File: src/rtl/imem_loader.sv
// imem_loader: streams a program into instruction memory and boots the CPU.
// A byte stream (count, then hi/lo byte pairs, then an XOR checksum) is
// assembled into 16-bit words and written one word per write strobe. The
// CPU is held in reset until the checksum matches.
//
// state | meaning
// ------+-----------------------------------------------------------
// IDLE  | one cycle, clears word counter and checksum
// CNT   | accept word count byte (0 means 256 words)
// HI    | accept high byte of the next word
// LO    | accept low byte, write the word on the following cycle
// CSUM  | accept checksum byte and compare with the running XOR
// REL   | release CPU reset and raise enable
// GO    | one-cycle CPU start pulse
// RUN   | program loaded, CPU running, stream ignored
// ERR   | checksum mismatch, CPU held in reset until load_req or rst
module imem_loader #(
  parameter int ADDR_W = 8,
  parameter int DATA_W = 16
) (
  input  logic              clk,
  input  logic              rst,
  input  logic              in_valid,
  output logic              in_ready,
  input  logic [7:0]        in_data,
  input  logic              load_req,
  output logic [ADDR_W-1:0] mem_addr,
  output logic              mem_we,
  output logic [DATA_W-1:0] mem_wdata,
  output logic              cpu_rst_n,
  output logic              cpu_enable,
  output logic              cpu_start,
  output logic              busy,
  output logic              done,
  output logic              err,
  output logic [ADDR_W:0]   words_loaded
);

  localparam int CNT_W = ADDR_W + 1;

  typedef enum logic [3:0] {
    S_IDLE,
    S_CNT,
    S_HI,
    S_LO,
    S_CSUM,
    S_REL,
    S_GO,
    S_RUN,
    S_ERR
  } state_t;

  state_t           state;
  state_t           state_nxt;
  logic [CNT_W-1:0] word_count;
  logic [CNT_W-1:0] wl_inc;
  logic [7:0]       csum;
  logic [7:0]       hi_byte;
  logic             xfer;

  assign xfer   = in_valid & in_ready;
  assign wl_inc = words_loaded + CNT_W'(1);

  // State register.
  always_ff @(posedge clk) begin
    if (rst) begin
      state <= S_IDLE;
    end else begin
      state <= state_nxt;
    end
  end

  // Next-state decode; byte-consuming states advance only on a transfer.
  always_comb begin
    state_nxt = state;
    case (state)
      S_IDLE: state_nxt = S_CNT;
      S_CNT:  if (xfer) state_nxt = S_HI;
      S_HI:   if (xfer) state_nxt = S_LO;
      S_LO: begin
        if (xfer) begin
          state_nxt = (wl_inc == word_count) ? S_CSUM : S_HI;
        end
      end
      S_CSUM: begin
        if (xfer) begin
          state_nxt = (in_data == csum) ? S_REL : S_ERR;
        end
      end
      S_REL:  state_nxt = S_GO;
      S_GO:   state_nxt = S_RUN;
      S_RUN:  if (load_req) state_nxt = S_IDLE;
      S_ERR:  if (load_req) state_nxt = S_IDLE;
      default: state_nxt = S_IDLE;
    endcase
  end

  // Datapath: word count, checksum accumulation and the memory write port.
  always_ff @(posedge clk) begin
    if (rst) begin
      word_count   <= '0;
      csum         <= '0;
      hi_byte      <= '0;
      mem_addr     <= '0;
      mem_we       <= 1'b0;
      mem_wdata    <= '0;
      words_loaded <= '0;
    end else begin
      mem_we <= 1'b0;
      case (state)
        S_IDLE: begin
          words_loaded <= '0;
          csum         <= '0;
        end
        S_CNT: begin
          if (xfer) begin
            word_count <= (in_data == 8'd0) ? CNT_W'(256) : CNT_W'(in_data);
            csum       <= csum ^ in_data;
          end
        end
        S_HI: begin
          if (xfer) begin
            hi_byte <= in_data;
            csum    <= csum ^ in_data;
          end
        end
        S_LO: begin
          if (xfer) begin
            csum         <= csum ^ in_data;
            mem_we       <= 1'b1;
            mem_addr     <= words_loaded[ADDR_W-1:0];
            mem_wdata    <= DATA_W'({hi_byte, in_data});
            words_loaded <= wl_inc;
          end
        end
        default: ;
      endcase
    end
  end

  // Status and CPU control outputs, registered from the upcoming state so
  // they line up with the state they describe.
  always_ff @(posedge clk) begin
    if (rst) begin
      in_ready   <= 1'b0;
      busy       <= 1'b0;
      done       <= 1'b0;
      err        <= 1'b0;
      cpu_rst_n  <= 1'b0;
      cpu_enable <= 1'b0;
      cpu_start  <= 1'b0;
    end else begin
      in_ready   <= state_nxt inside {S_CNT, S_HI, S_LO, S_CSUM};
      busy       <= state_nxt inside {S_CNT, S_HI, S_LO, S_CSUM};
      done       <= (state_nxt == S_RUN);
      err        <= (state_nxt == S_ERR);
      cpu_rst_n  <= state_nxt inside {S_REL, S_GO, S_RUN};
      cpu_enable <= state_nxt inside {S_REL, S_GO, S_RUN};
      cpu_start  <= (state_nxt == S_GO);
    end
  end

endmodule

File: config.mk
export PLATFORM = sky130hd
export DESIGN_NAME = imem_loader
export DESIGN_NICKNAME = d
export VERILOG_FILES = /design/src/rtl/imem_loader.sv
export SDC_FILE = /design/constraint.sdc
export NUM_CORES = 1
export LEC_CHECK = 0
export CORE_ASPECT_RATIO = 0.8
export CORE_MARGIN = 2
export CORE_UTILIZATION = 53
export DETAILED_ROUTE_END_ITERATION = 8
export PLACE_DENSITY_LB_ADDON = 0.3
export SKIP_CTS_REPAIR_TIMING = 1
export SLEW_MARGIN = 40
export SYNTH_ARGS = -nofsm -noshare
export SYNTH_HDL_FRONTEND = slang
export SYNTH_SLANG_ARGS = --single-unit
File: constraint.sdc
create_clock -name clk -period 2.3 [get_ports clk]
set_input_delay 0.575 -clock clk [delete_from_list [all_inputs] [get_ports clk]]
set_output_delay 0.575 -clock clk [all_outputs]
set_load 0.01 [all_outputs]
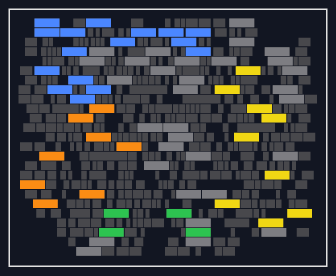
Figure 1: run 1, where the registers sit.
| signal | color | flops |
|---|---|---|
| words_loaded | yellow | 9 |
| state | green | 4 |
| csum | orange | 8 |
| mem_wdata | blue | 16 |
not colored: 31
flop share of the area: 33.1%
sequential logic power: 1.21 mW
FF+latch area: 1360 µm²
utilization after layout: 70.4%

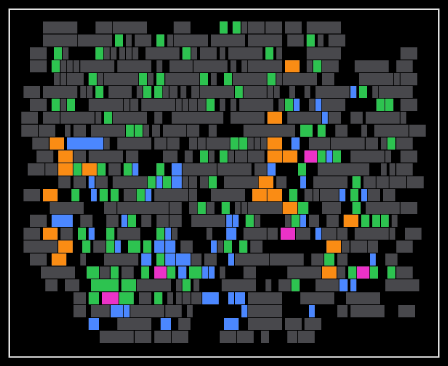
Figure 2: run 1, logic cells by family.
| family | color | cells | most used |
|---|---|---|---|
| AND-OR and OR-AND gates | magenta | 5 | a21o_1 |
| inverting AOI/OAI gates | green | 91 | a21oi_1 |
| XOR/XNOR gates | orange | 20 | xor2_1 |
| NOR gates | blue | 51 | nor2_1 |
most numerous logic cell after layout: nand2_1
post-route insts no fill: 547
logic share of the area: 39.2%

==> notes.md, run 1 <==
yosys + openroad results -> Clock Tree Buf Depth=2, top cells, area=dfxtp_1 (43%), a21oi_1 (9.7%), nand2_1 (9.0%), sw frac=22.4%, Slew Viols, Final=0, Worst setup EP type=flip-flop, filler instances=496, Power Total=2.75 mW, status=complete, no violations, required time of the critical path=2590 ps, Cells after Synth=400, Synth area leader=dfxtp_1, initial antenna violation count=0, CP Max Fanout=3, CTS tree=built, DRC=0, internal power=2.13 mW, floorplan utilization=54.0%, fin nets=474, Synth Seq Share=43.1%, sw power=0.615 mW, YS chip area=3160 µm², Clock power frac=46.8%, Clock Pin Slew Worst Setup and Hold Paths=70 ps, max_cap viols=0, CTS Sinks=68, Yosys Instances=400, layout cells sized above 1=13.1%, synth warn=0, Clock Power=1.28 mW, tool warnings=26, power per cell area=668 nW/µm², Antenna diodes=0, fin crit period=2090 ps, grt ovf=0, Mapped Avg Cell Area=7.90 µm², Comb pwr share=9.1%, Leakage Power=1.44 nW, Area leader share=43.1%, Final Hold Viols=0, pin count of the biggest net entering global routing=42, Syn Nets=413, Comb. pwr=0.251 mW, Reg power frac=44.1%, drt wl/cell=14.5 µm, mapped cell area=3160 µm², global-route wire length before repair=13100 µm, period utilisation layout=91.1%, Top Layout Cells=nand2_1 (76), dfxtp_1 (68), a21oi_1 (61), f_max=477 MHz, vias in the first global route=2843, Peak supply drop=0.000375 V, Rel. slew slack=56.5%, #FFs+latches synth=68, number of antenna-violating nets in the routed design=0, Layout area overhead=30.2%, # H-tree levels=3, DR pass1 iterations=5, # rows=25, TritonCTS Buffers=9, placed cells=531, gpl congestion=0.884, Final Hold Slack=454 ps, via-per-instance ratio=5.59, GRT Util Overall=24.9%, I/O Buffers=52, dpl hpwl=5560 µm, Worst Setup Start Kind=input pin, DIE AREA=6600 µm², Worst Hold Class=flip-flop to flip-flop, top power group=clock, via count=3055, final setup violation count=0, CTS root buf=clkbuf_8, IO Pins=53, Tightest Pin Transition=651 ps, worst path arrival time=2380 ps, Cell Type Count=48, final WL=7930 µm, RSZ-0062 raised after global routing=false, Core Box Area=5850 µm²
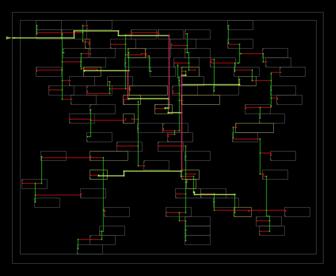
Figure 3: run 1, the clock network.
CLK BUF: 10
Late-Pin Clk Latency: 340 ps
Clock Skew: 7.12 ps

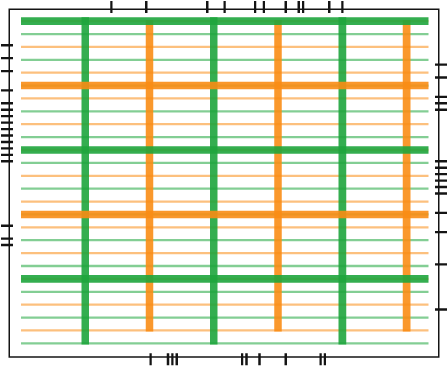
Figure 4: run 1, supply network.
Pins as bars on the die edge.
| net | color |
|---|---|
| VDD | orange |
| VSS | green |
signal pins: 53
met4 straps: 6
rows: 25
met5 straps: 5
met1 rails: 26
Die Wd: 90.3 µm
Die Height: 73.1 µm

[run 1: sequential cells by signal (all words and copies together) (netlist names), 4 cells and up]
| signal | count |
|---|---|
| mem_addr | 8 |
| word_count | 9 |
| words_loaded | 9 |
| hi_byte | 8 |
| csum | 8 |
| state | 4 |
| mem_wdata | 16 |
[run 1: critical path, cell delays in order]
cell and delay, ps:
clkdlybuf4s50_1 430, xor2_1 190, nor4_4 330, nand2_1 160, a311o_1 360, mux2_2 260, nor2_2 70
[run 1: routing by layer]
metal,vias up,share of wire (%),track usage [%]
met4,0,1.2,9.57
met5,-,0,0
met2,125,46,41.1
li1,1488,-,-
met1,1430,44,31.5
met3,12,8.3,7.13
[run 1: Yosys cell counts (all sizes together)]
| library cell | count |
|---|---|
| a211o | 1 |
| a211oi | 1 |
| a21boi | 1 |
| a21o | 3 |
| a21oi | 61 |
| a22oi | 1 |
| a311o | 1 |
| a311oi | 1 |
| a31oi | 3 |
| a41oi | 2 |
| and2 | 4 |
| and3 | 4 |
| and4 | 1 |
| buf | 18 |
| clkbuf | 16 |
| dfxtp | 68 |
| ha | 1 |
| inv | 2 |
| mux2 | 1 |
| nand2 | 76 |
| nand2b | 2 |
| nand3 | 21 |
| nand3b | 12 |
| nand4 | 2 |
| nand4b | 2 |
| nor2 | 33 |
| nor2b | 5 |
| nor3 | 5 |
| nor3b | 1 |
| nor4 | 5 |
| nor4b | 2 |
| o21ai | 20 |
| o31ai | 1 |
| or2 | 1 |
| or3 | 2 |
| xnor2 | 9 |
| xor2 | 11 |
[run 1: through the flow]
step	setup TNS (ps)	util [%]	setup WS, ps	cell area, µm²
floorplan	0	-	291	3160
global placement	-125	65.8	-107	3850
detailed placement	-310	65.8	-151	3850
CTS	0	70.4	206	4120
global route	0	70.4	89.2	4120
finish	0	70.4	205	4120
[run 1: layout make-up]
| type | count | area (µm²) | area share, % |
|---|---|---|---|
| clock buffers | 10 | 128 | 3.10 |
| clock inverters | 6 | 136 | 3.31 |
| inverters | 2 | 7.51 | 0.182 |
| multi-input cells | 296 | 1610 | 39.2 |
| flip-flops and latches | 68 | 1360 | 33.1 |
| well taps | 81 | 101 | 2.46 |
| repair buffers | 84 | 768 | 18.7 |
[run 1: worst paths after layout]
| check | start | to | slack, ps | cells after the start |
|---|---|---|---|---|
| worst max-delay path | in_data[5] | busy$_SDFF_PP0_ | 210 | 7 |
| worst min-delay path | mem_wdata[10]$_SDFFE_PP0P_ | mem_wdata[10]$_SDFFE_PP0P_ | 450 | 2 |
| worst max register to register | words_loaded[0]$_SDFFE_PP0P_ | cpu_enable$_SDFF_PP0_ | 270 | 7 |
| worst min register to register | mem_wdata[10]$_SDFFE_PP0P_ | mem_wdata[10]$_SDFFE_PP0P_ | 450 | 2 |
[run 1: cells by family (layout without fill, tap and decap cells)]
kind of cell,count (synthesis),count (layout),share of synthesized area (%)
compound gates,96,96,16.7
buf+inv,36,102,6.14
flops,68,68,43.1
xor+xnor,20,20,5.54
fa+ha+maj,1,1,0.396
simple gates,178,178,27.8
mux,1,1,0.356
==> run 1 -> run 2 <==
--- a/config.mk
+++ b/config.mk
@@ -6,7 +6,7 @@
 export NUM_CORES = 1
 export LEC_CHECK = 0
 export CORE_ASPECT_RATIO = 0.8
-export CORE_MARGIN = 2
+export CORE_MARGIN = 10
 export CORE_UTILIZATION = 53
 export DETAILED_ROUTE_END_ITERATION = 8
 export PLACE_DENSITY_LB_ADDON = 0.3
==> run 2 against run 1 <==
Effect of this change:
- cell count shrank 0.73%
- via count rose by 0.26%
- synthesized area did not move
- critical path depth unchanged
- register-to-register slack improved by 20 ps
- clock-buffer cell count unchanged
- worst hold slack better by 2.0 ps
- utilization fell by 1.6 points
- non-clock buffer count fell by 3
- global-route usage fell by 6.5 points
- total power shrank 13%
==> notes.md, run 2 <==
yosys + openroad results -> status=complete, no violations, gpl congestion=0.894 (+1.2%), grt ovf=0 (unchanged), max reg flops=16 (unchanged), DIE AREA=9470 µm² (+43%), power per cell area=594 nW/µm² (-11%), pin count of the biggest net entering global routing=56 (+33%), Cell Type Count=48 (unchanged), period utilisation layout=92.3% (+1.2 points), required time of the critical path=2590 ps (about the same), number of antenna-violating nets in the routed design=0 (unchanged), worst reg-to-reg setup slack=290 ps (+20 ps), IO Pins=53 (unchanged), max_cap viols=0 (unchanged), final instance area=4020 µm² (-2.2%), Top Layout Cells=nand2_1 (76), dfxtp_1 (68), a21oi_1 (61), Final Hold Viols=0 (unchanged), r2r startpoint=words_loaded[5]$_SDFFE_PP0P_, fin nets=471 (-0.63%), Tightest Pin Transition=707 ps (+56.5 ps), worst-path cell chain=clkdlybuf4s50_1 -> xor2_1 -> nor4_2 -> a211oi_1 -> o21ai_0 -> mux2_2 -> nor2_2, # rows=25 (unchanged), worst path bufs/invs=1 (unchanged), floorplan utilization=54.0% (unchanged), TritonCTS Buffers=9 (unchanged), critical path's slowest cell=clkdlybuf4s50_1, Power Total=2.39 mW (-13%), mapped cell area=3160 µm² (unchanged), via count=3063 (+0.26%), EDFF count, synth=0 (unchanged), Place WS=-183 ps (-32.7 ps), layout cells sized above 1=12.3% (-0.75 points), dpl hpwl=6050 µm (+8.7%), #FFs+latches synth=68 (unchanged), YS chip area=3160 µm² (unchanged), most numerous cell in the Yosys netlist=nand2_1, Final WS setup=178 ps (-27.4 ps), utilization after layout=68.8% (-1.6 points), final WL=8440 µm (+6.4%), Mapped Avg Cell Area=7.90 µm² (unchanged), synth warn=0 (unchanged), global-route wire length before repair=14200 µm (+8.6%), Area after DPL=3840 µm² (-0.26%), Final Hold Slack=456 ps (+1.96 ps), final setup violation count=0 (unchanged), Slew Viols, Final=0 (unchanged), HP Start=mem_wdata[14]$_SDFFE_PP0P_, drt wl/cell=15.5 µm (+7.2%), worst hold stages=2 (unchanged), Async SR Flop Fraction=0% (unchanged), Yosys Instances=400 (unchanged), Post-synth top flop=dfxtp_1, Cells after Synth=400 (unchanged), critical path class=input pin to flip-flop, Antenna diodes=0 (unchanged), worst path arrival time=2410 ps (+30 ps), CP delay by family, top=buffers and inverters, f_max=471 MHz (-1.3%), Leakage Power=1.40 nW (-3.0%), Worst Setup Start Kind=input pin, CTS Sinks=68 (unchanged), Synth area leader=dfxtp_1, Rel. slew slack=52.5% (-3.9 points), CP Max Fanout=2 (-1), CTS tree=built, via-per-instance ratio=5.64 (+1.0%), largest registers=mem_wdata x16, word_count x9, words_loaded x9, DRC=0 (unchanged), Synth Seq Share=43.1% (unchanged), Min-Delay Endpoint=mem_wdata[14]$_SDFFE_PP0P_, Top reg by flops=mem_wdata, worst-case reg-to-reg path depth=6 (-1), Syn Nets=413 (unchanged), Clock Pin Slew Worst Setup and Hold Paths=70 ps (about the same), tool warnings=26 (unchanged), top cells, area=dfxtp_1 (43%), a21oi_1 (9.7%), nand2_1 (9.0%), Worst setup EP type=flip-flop, Area leader share=43.1% (unchanged), initial antenna violation count=0 (unchanged), I/O Buffers=52 (unchanged), DRT iter0 DRCs=323, CTS root buf=clkbuf_8, Clock Tree Buf Depth=2 (unchanged), GRT Util Overall=18.4% (-6.5 points), DR pass1 iterations=5 (unchanged), synth cell count leaders=nand2_1 (76), dfxtp_1 (68), a21oi_1 (61), vias in the first global route=2962 (+4.2%), fin crit period=2120 ps (+27.4 ps), # H-tree levels=3 (unchanged), Clock Skew=5.80 ps (-1.31 ps), RSZ-0062 raised after global routing=false, worst r2r dst=cpu_enable$_SDFF_PP0_, most numerous logic cell after layout=nand2_1, Worst Hold Class=flip-flop to flip-flop, Layout area overhead=27.3%, Late-Pin Clk Latency=340 ps (about the same), Max stage delay on crit path=440 ps (about the same)
==> run 2: kinds of logic (layout without fill, tap and decap cells) <==
logic type               count (synthesis)  after routing  synth area share [%]
AND/OR/NAND/NOR                        178            178                  27.8
buffers and inverters                   36             98                  6.14
flip-flops                              68             68                  43.1
multiplexers                             1              1                 0.356
adder cells (fa/ha/maj)                  1              1                 0.396
AND-OR/OR-AND                           96             96                  16.7
XOR/XNOR                                20             20                  5.54
==> run 2: worst min-delay path, cell delays in order (launching register included) <==
cell	delay (ps)
dfxtp_1	310
nand2_1	50
a21oi_1	50
==> run 2: metal layers <==
metal | global-route usage [%] | part of all wire [%] | wire [µm]
met2 | 31.3 | 47 | 4000
met1 | 21.5 | 43 | 3590
met3 | 6.70 | 8.9 | 749
met5 | 0 | 0 | 0
met4 | 5.40 | 1.1 | 94
==> run 2: cell type report <==
| class | count | area [µm²] |
|---|---|---|
| Fill cell | 498 | 1830 |
| Multi-Input combinational cell | 296 | 1610 |
| Sequential cell | 68 | 1360 |
| Timing Repair Buffer | 81 | 758 |
| Clock buffer | 10 | 128 |
| Tap cell | 81 | 101 |
| Clock inverter | 5 | 53.8 |
| Inverter | 2 | 7.51 |
==> run 2: worst max-delay path by stage <==
stage / startpoint / to / slack [ps] / cells after the start
2_1_floorplan: words_loaded[0]$_SDFFE_PP0P_ / cpu_enable$_SDFF_PP0_ / 290 / 7
3_3_place_gp: in_data[5] / busy$_SDFF_PP0_ / -110 / 7
3_5_place_dp: in_data[6] / busy$_SDFF_PP0_ / -180 / 7
4_1_cts: in_data[6] / busy$_SDFF_PP0_ / 180 / 7
5_1_grt: in_data[5] / busy$_SDFF_PP0_ / 70 / 7
6_report: in_data[6] / busy$_SDFF_PP0_ / 180 / 7
==> run 2: metrics by stage <==
| stage | setup TNS [ps] | std cells |
|---|---|---|
| finish | 0 | 543 |
| global route | 0 | 543 |
| CTS | 0 | 543 |
| global placement | -124 | 528 |
| floorplan | 0 | 400 |
| detailed placement | -501 | 528 |
==> run 2: where the power goes <==
group	switching (mW)	internal (mW)	total, mW
registers	0.0189	1.19	1.21
logic	0.146	0.104	0.250
clock network	0.435	0.491	0.926
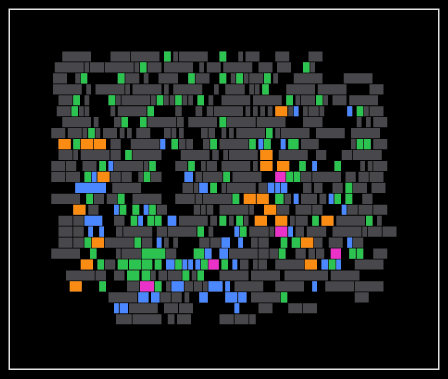
Figure 5: run 2, logic cells by family.
| family | color | cells | most used |
|---|---|---|---|
| NOR gates | blue | 51 | nor2_1 |
| AND-OR and OR-AND gates | magenta | 5 | a21o_1 |
| XOR/XNOR gates | orange | 20 | xor2_1 |
| inverting AOI/OAI gates | green | 91 | a21oi_1 |
post-route insts no fill: 543
logic share of the area: 40.1%

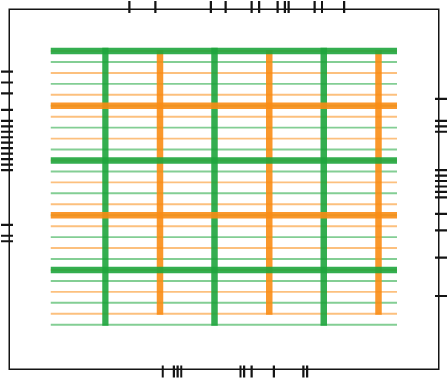
Figure 6: run 2, supply network.
Pins as bars on the die edge.
| net | color |
|---|---|
| VSS | green |
| VDD | orange |
rows: 25
met5 straps: 5
met4 straps: 6
met1 rails: 26
Core Box Area: 5850 µm²
Die Height: 89.1 µm
Die Wd: 106 µm
Peak supply drop: 0.000342 V

==> run 2 -> run 3 <==
--- a/config.mk
+++ b/config.mk
@@ -9,6 +9,7 @@
 export CORE_MARGIN = 10
 export CORE_UTILIZATION = 53
 export DETAILED_ROUTE_END_ITERATION = 8
+export MAX_ROUTING_LAYER = met4
 export PLACE_DENSITY_LB_ADDON = 0.3
 export SKIP_CTS_REPAIR_TIMING = 1
 export SLEW_MARGIN = 40
==> run 3 against run 2 <==
Effect of this change:
- clock skew shrank 1.6 ps
- design area is the same
- global-route usage grew 0.53 points
- utilization is the same
- clock-buffer cell count is the same
- routed wire length is essentially flat
- cell count is the same
- worst hold slack gained 0.89 ps
- via count shrank 0.49%
- critical path type unchanged
- critical endpoint unchanged
- largest power group unchanged
==> notes.md, run 3 <==
yosys + openroad results -> Worst setup EP type=flip-flop, Final Hold Viols=0 (unchanged), Worst Setup SP=in_data[6], IO Pins=53 (unchanged), CP Max Fanout=3 (+1), max_cap viols=0 (unchanged), worst hold stages=2 (unchanged), Clock Skew=4.17 ps (-1.63 ps), Syn Nets=413 (unchanged), Clock Tree Buf Depth=2 (unchanged), Tightest Pin Transition=701 ps (-5.99 ps), global-route wire length before repair=14200 µm (about the same), Layout area overhead=27.3% (unchanged), synth warn=0 (unchanged), mapped cell area=3160 µm² (unchanged), # rows=25 (unchanged), Yosys Instances=400 (unchanged), Final WS setup=176 ps (-1.97 ps), Top reg by flops=mem_wdata, drt wl/cell=15.5 µm (about the same), Top Layout Cells=nand2_1 (76), dfxtp_1 (68), a21oi_1 (61), I/O Buffers=52 (unchanged), TritonCTS Buffers=9 (unchanged), pin count of the biggest net entering global routing=56 (unchanged), Die Height=89.1 µm (unchanged), Worst Setup EP=busy$_SDFF_PP0_, Core Box Area=5850 µm² (unchanged), Final Hold Slack=456 ps (+0.885 ps), GR Layer Usage met2=31.3% (unchanged), via-per-instance ratio=5.61 (-0.49%), worst path arrival time=2410 ps (about the same), CTS Sinks=68 (unchanged), DIE AREA=9470 µm² (unchanged), Worst Hold Class=flip-flop to flip-flop, status=complete, no violations, Antenna diodes=0 (unchanged), power per cell area=594 nW/µm² (+0.11%), Die Wd=106 µm (unchanged), worst reg-to-reg setup slack=280 ps (about the same), Worst Setup Start Kind=input pin, #FFs+latches synth=68 (unchanged), worst r2r dst=cpu_enable$_SDFF_PP0_, DR pass1 iterations=5 (unchanged), most numerous cell in the Yosys netlist=nand2_1, dpl hpwl=6050 µm (unchanged), number of antenna-violating nets in the routed design=0 (unchanged), GRT Util Overall=19.0% (+0.53 points), Synth area leader=dfxtp_1, RSZ-0062 raised after global routing=false, fin crit period=2120 ps (+1.97 ps), Late-Pin Clk Latency=340 ps (about the same), Cells after Synth=400 (unchanged), CTS root buf=clkbuf_8, max reg flops=16 (unchanged), grt ovf=0 (unchanged), CTS tree=built, tool warnings=26 (unchanged), final WL=8440 µm (about the same), Power Total=2.39 mW (+0.11%), GRT Max-Usage Layer=met2, synth cell count leaders=nand2_1 (76), dfxtp_1 (68), a21oi_1 (61), critical path class=input pin to flip-flop, DRT iter0 DRCs=262 (-19%), Async SR Flop Fraction=0% (unchanged), vias in the first global route=2965 (+0.10%), most numerous logic cell after layout=nand2_1, top cells, area=dfxtp_1 (43%), a21oi_1 (9.7%), nand2_1 (9.0%), largest registers=mem_wdata x16, word_count x9, words_loaded x9, Place WS=-183 ps (unchanged), Clock Pin Slew Worst Setup and Hold Paths=70 ps (about the same), period utilisation layout=92.4% (about the same), Rel. slew slack=52.9% (+0.40 points)
run 3: cell counts after synthesis:
No cell type changed its count.
run 3: worst min path at each step:
stage	slack (ps)	start	end
3_5_place_dp	450	mem_addr[2]$_SDFFE_PP0P_	mem_addr[2]$_SDFFE_PP0P_
5_1_grt	470	mem_wdata[9]$_SDFFE_PP0P_	mem_wdata[9]$_SDFFE_PP0P_
3_3_place_gp	440	mem_wdata[1]$_SDFFE_PP0P_	mem_wdata[1]$_SDFFE_PP0P_
2_1_floorplan	430	hi_byte[2]$_SDFFE_PP0P_	mem_wdata[10]$_SDFFE_PP0P_
4_1_cts	460	mem_addr[2]$_SDFFE_PP0P_	mem_addr[2]$_SDFFE_PP0P_
6_report	460	mem_wdata[14]$_SDFFE_PP0P_	mem_wdata[14]$_SDFFE_PP0P_
run 3: cells by family (layout without fill, tap and decap cells):
| logic type | after synthesis | count (layout) | share of synthesized area (%) |
|---|---|---|---|
| compound gates | 96 | 96 | 16.7 |
| xor+xnor | 20 | 20 | 5.54 |
| fa+ha+maj | 1 | 1 | 0.396 |
| buf+inv | 36 | 98 | 6.14 |
| flops | 68 | 68 | 43.1 |
| mux | 1 | 1 | 0.356 |
| simple gates | 178 | 178 | 27.8 |
run 3: power breakdown:
part           internal, mW  leakage (nW)  total [mW]  switching, mW
clock network         0.491        0.0959       0.928          0.437
logic                 0.104         0.756       0.250          0.147
registers              1.19         0.549        1.21         0.0189
total                  1.79          1.40        2.39          0.603
run 3: cell type report:
type | count | area (µm²) | share of cell area [%]
Tap cell | 81 | 101 | 2.52
Multi-Input combinational cell | 296 | 1610 | 40.1
Clock buffer | 10 | 128 | 3.17
Inverter | 2 | 7.51 | 0.187
Timing Repair Buffer | 81 | 758 | 18.8
Clock inverter | 5 | 53.8 | 1.34
Sequential cell | 68 | 1360 | 33.8
run 3: per-stage QoR:
step	util [%]	setup TNS (ps)	std cells
after floorplan	-	0	400
after global placement	65.7	-124	528
after detailed placement	65.7	-501	528
after CTS	68.8	0	543
after global routing	68.8	0	543
final	68.8	0	543
run 3: critical path: stages:
cell	delay [ps]
clkdlybuf4s50_1	440
xor2_1	190
nor4_2	340
nand2_1	160
a311o_1	380
mux2_2	270
nor2_2	70
run 3: per-layer routing:
| metal | share of wire [%] | up-vias |
|---|---|---|
| met5 | 0 | - |
| met4 | 0.97 | 0 |
| met1 | 42 | 1425 |
| met3 | 9.3 | 11 |
| li1 | - | 1477 |
| met2 | 47 | 135 |
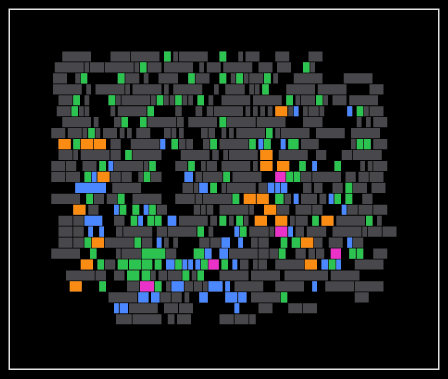
Figure 7: run 3, logic cells by family.
| family | color | cells | most used |
|---|---|---|---|
| inverting AOI/OAI gates | green | 91 | a21oi_1 |
| NOR gates | blue | 51 | nor2_1 |
| AND-OR and OR-AND gates | magenta | 5 | a21o_1 |
| XOR/XNOR gates | orange | 20 | xor2_1 |

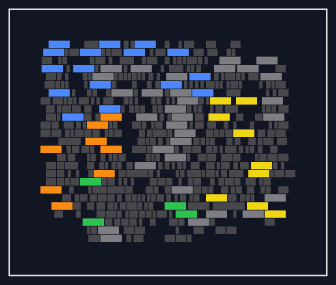
Figure 8: run 3, where the registers sit.
| signal | color | flops |
|---|---|---|
| words_loaded | yellow | 9 |
| mem_wdata | blue | 16 |
| state | green | 4 |
| csum | orange | 8 |
not colored: 31
flop share of the area: 33.8%
utilization after layout: 68.8%

Power is estimated from default activity; no workload was simulated.
